### Floorplan with the power grid

Drawn at 4 px/um. Pins as bars on the die edge.
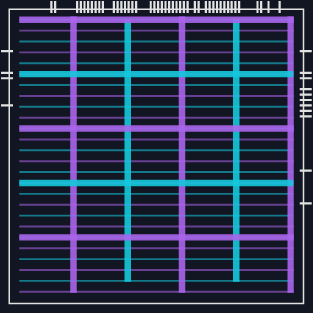
### Clock nets

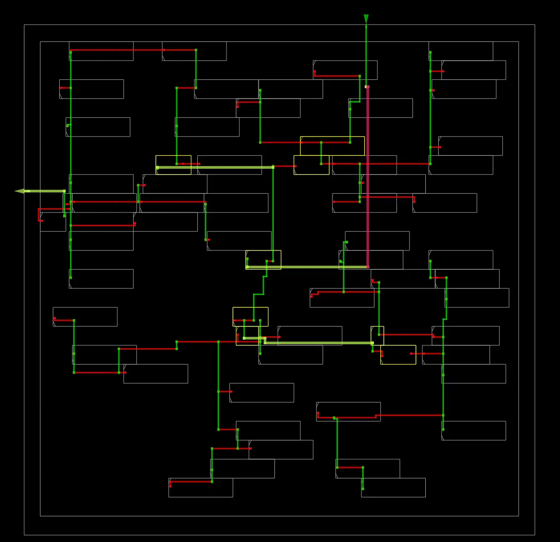
==> config.mk <==
export PLATFORM = sky130hd
export DESIGN_NAME = adv7123_vga_driver
export DESIGN_NICKNAME = d
export VERILOG_FILES = /design/src/rtl/adv7123_vga_driver.sv
export SDC_FILE = /design/constraint.sdc
export NUM_CORES = 1
export LEC_CHECK = 0
export CORE_MARGIN = 2
export CORE_UTILIZATION = 48
export CTS_CLUSTER_SIZE = 16
export DETAILED_ROUTE_END_ITERATION = 16
export PLACE_DENSITY = 0.82
export SLEW_MARGIN = 15
export SYNTH_ARGS = -nofsm -noshare
export SYNTH_HDL_FRONTEND = slang
export SYNTH_SLANG_ARGS = --single-unit
==> constraint.sdc <==
create_clock -name ul1Clock -period 3 [get_ports ul1Clock]
set_input_delay 0.3 -clock ul1Clock [delete_from_list [all_inputs] [get_ports ul1Clock]]
set_output_delay 0.3 -clock ul1Clock [all_outputs]
set_load 0.02 [all_outputs]
==> reports/results.txt <==
OpenROAD warnings: 31
Post-synth ARST share: 1.00
Slew Limit Headroom: 0.507
Final nets: 299
Power density cells: 419 nW/um^2
Number of global-route vias before repair: 1562
DRT iter0 DRCs: 155
Clock power share: 0.393
GRT Overall Usage: 0.173
LEAKAGE: 0.00144 uW
Max reg flops: 24
Internal: 989 uW
I/O Buffers: 57
Most frequent logic cell in the layout: clkdlybuf4s50_1
Crit-path most repeated cell: ha_1
Root buffer cell: clkbuf_8
Comb power frac: 0.044
Top FF cell, synth: dfrtp_1
Unrepaired setup endpoints after global routing: false
Clock-pin slew on the worst setup and hold paths: 90 ps
Crit-path max FO: 5
Crit-path cells: inv_1 -> ha_1 -> nor4b_2 -> nand2b_1 -> or4_1 -> ha_1 -> nor2_1 -> o32ai_1 -> clkbuf_2
WL per Instance: 14.0 um
H-tree depth: 2
Worst EP arrival: 2490 ps
Ys cells: 201
Setup slack, reg-to-reg: 290 ps
Clkbuf count: 7
Post-synth EDFFs: 0
Post-synthesis area per instance: 11.4 sq um
CP bufs+invs: 2
Status: finished clean
Gpl congestion: 0.816
Most common logic cells in the final layout: 55 x clkdlybuf4s50_1, 51 x dfrtp_1, 26 x and2_1, 13 x nor2_1, 11 x nand3_1
Reg area: 1330 sq um
Slowest stage delay, CP: 570 ps
Gr ovfl total: 0
FF-to-FF path depth: 11
Post-layout period usage of the worst path: 0.930
# rows: 25
Residual DRC: 0
Final WL: 4470 um
Max Transition Viols Final: 0
Tot Pwr: 1270 uW
CP Capture Type: primary output
Die Area: 5350 sq um
Initial antenna violation count: 0
Via count: 1648
Startpoint types: flip-flop
Global-route wire length before repair: 7210 um
CTS tree: yes
Fin area: 3030 sq um
Final antenna-violating net count: 0
Synth Net Count: 235
Final Hold Slack: 505 ps
Postcts setup bufs: 0
Tapcell count: 54
Slowest cell on crit path: or4_1
Register share after synthesis: 0.579
Diode count: 0
Yosys warnings: 0
Max-area cell class: flip-flops and latches
Logic inverters: 10
Worst slew pin tran: 740 ps
Psw: 280 uW
Area grow syn2layout: 32.0%
Fin Setup TNS: 0 ps
Sw Share: 0.220
Clock network area share: 0.0400
Distinct cell type count after synthesis: 42
Initial Util: 0.493
Post-DP HPWL: 3290 um
Multi-input logic area: 886 sq um
Post-synthesis chip area from yosys: 2300 sq um
Non-clock buffer share: 0.195
Cell Area, Synth: 2300 sq um
Max-cap viol count: 0
Final Setup Violations: 0
Post-CTS Resized: 1
Type of the worst setup path: flip-flop to primary output
Tmin final: 2790 ps
Fraction of area in multi-input gates: 0.292
F_max: 358 MHz
Hold_buf cts: 1
Crit. path cell count: 9
Drt via density: 5.15
Worst Hold Class: input port to async pin
DRT Pass-1 Iters: 4
CP required: 2700 ps
FILL cells: 351
Comb gates: 132
Final hold violations: 0
CTS max path bufs: 2
Core Util, Final: 0.650
Reg power frac: 0.563
Cells after Synth: 201
Largest net degree at the start of global routing: 29
Core area: 4660 sq um
Registers, synthesis: 53
Flop share of the area: 0.438
Placed Instance Area: 2920 sq um
Top delay family on crit path: simple AND/OR/NAND/NOR gates
Io pins: 59
Share of post-route cells with drive strength above 1: 0.0789
Buffers outside the clock class: 61
Notes on 'Floorplan with the power grid' above:
Key: VSS = purple; VDD = cyan
The core has 25 rows. 26 met1 rails follow the rows. 5 straps on met4. 59 signal pins sit on the boundary.
peak supply drop: 0.315 mV
Die X: 73.2 um

Notes on 'Clock nets' above:
clk_lat worst skew: 300 ps
clk pwr: 499 uW
Final Skew: 3.82 ps
seq_cells: 53
TritonCTS buffer count: 5

## metrics by stage
step                      worst slack [ps]  std cells
after floorplan                        534        201
after global placement                 112        311
after detailed placement              81.7        311
after CTS                             40.7        320
after global routing                  5.26        320
final                                  209        320
## per-layer routing
metal	GRT usage	vias to the layer above	share of wire
li1	-	803	-
met1	0.218	794	0.41
met2	0.290	49	0.54
met3	0.0387	2	0.045
met4	0.0658	0	0.0056
met5	0	-	0
## worst reg2reg max path, cell delays in order (launching register included)
cell and delay, ps:
dfrtp_1 420, inv_1 90, ha_1 130, nor4b_2 220, nand2b_1 90, or4_1 570
ha_1 320, buf_4 120, nand3_1 70, o21ai_1 210, buf_4 260, and2_1 160
## cells by family after synthesis
group,share of synthesized area
other cells,0.00163
simple gates,0.244
xor+xnor,0.0534
mux,0.0153
buf+inv,0.0354
flops,0.579
compound gates,0.0392
fa+ha+maj,0.0327
## power groups by stage
| stage | Clock [uW] | Combinational (uW) | Sequential [uW] |
|---|---|---|---|
| 5_1_grt | 542 | 62.3 | 714 |
| 3_3_place_gp | 49.4 | 56.0 | 728 |
| 3_5_place_dp | 49.4 | 56.9 | 728 |
| 6_report | 499 | 55.9 | 714 |
| 2_1_floorplan | 23.9 | 6.07 | 728 |
| 4_1_cts | 509 | 57.7 | 714 |
## cells in the mapped netlist (3+ instances only)
library cell	instances	area, sq um
nand2_1	9	33.8
nand4_1	5	31.3
and3_1	6	37.5
nand3_1	11	55.1
xor2_1	6	52.6
nor2_1	13	48.8
nor3_1	5	25.0
o21ai_0	5	25.0
inv_1	10	37.5
ha_1	6	75.1
dfrtp_1	51	1280
and2_1	26	163
xnor2_1	8	70.1
a21oi_1	3	15.0
Power is estimated from default activity; no workload was simulated.
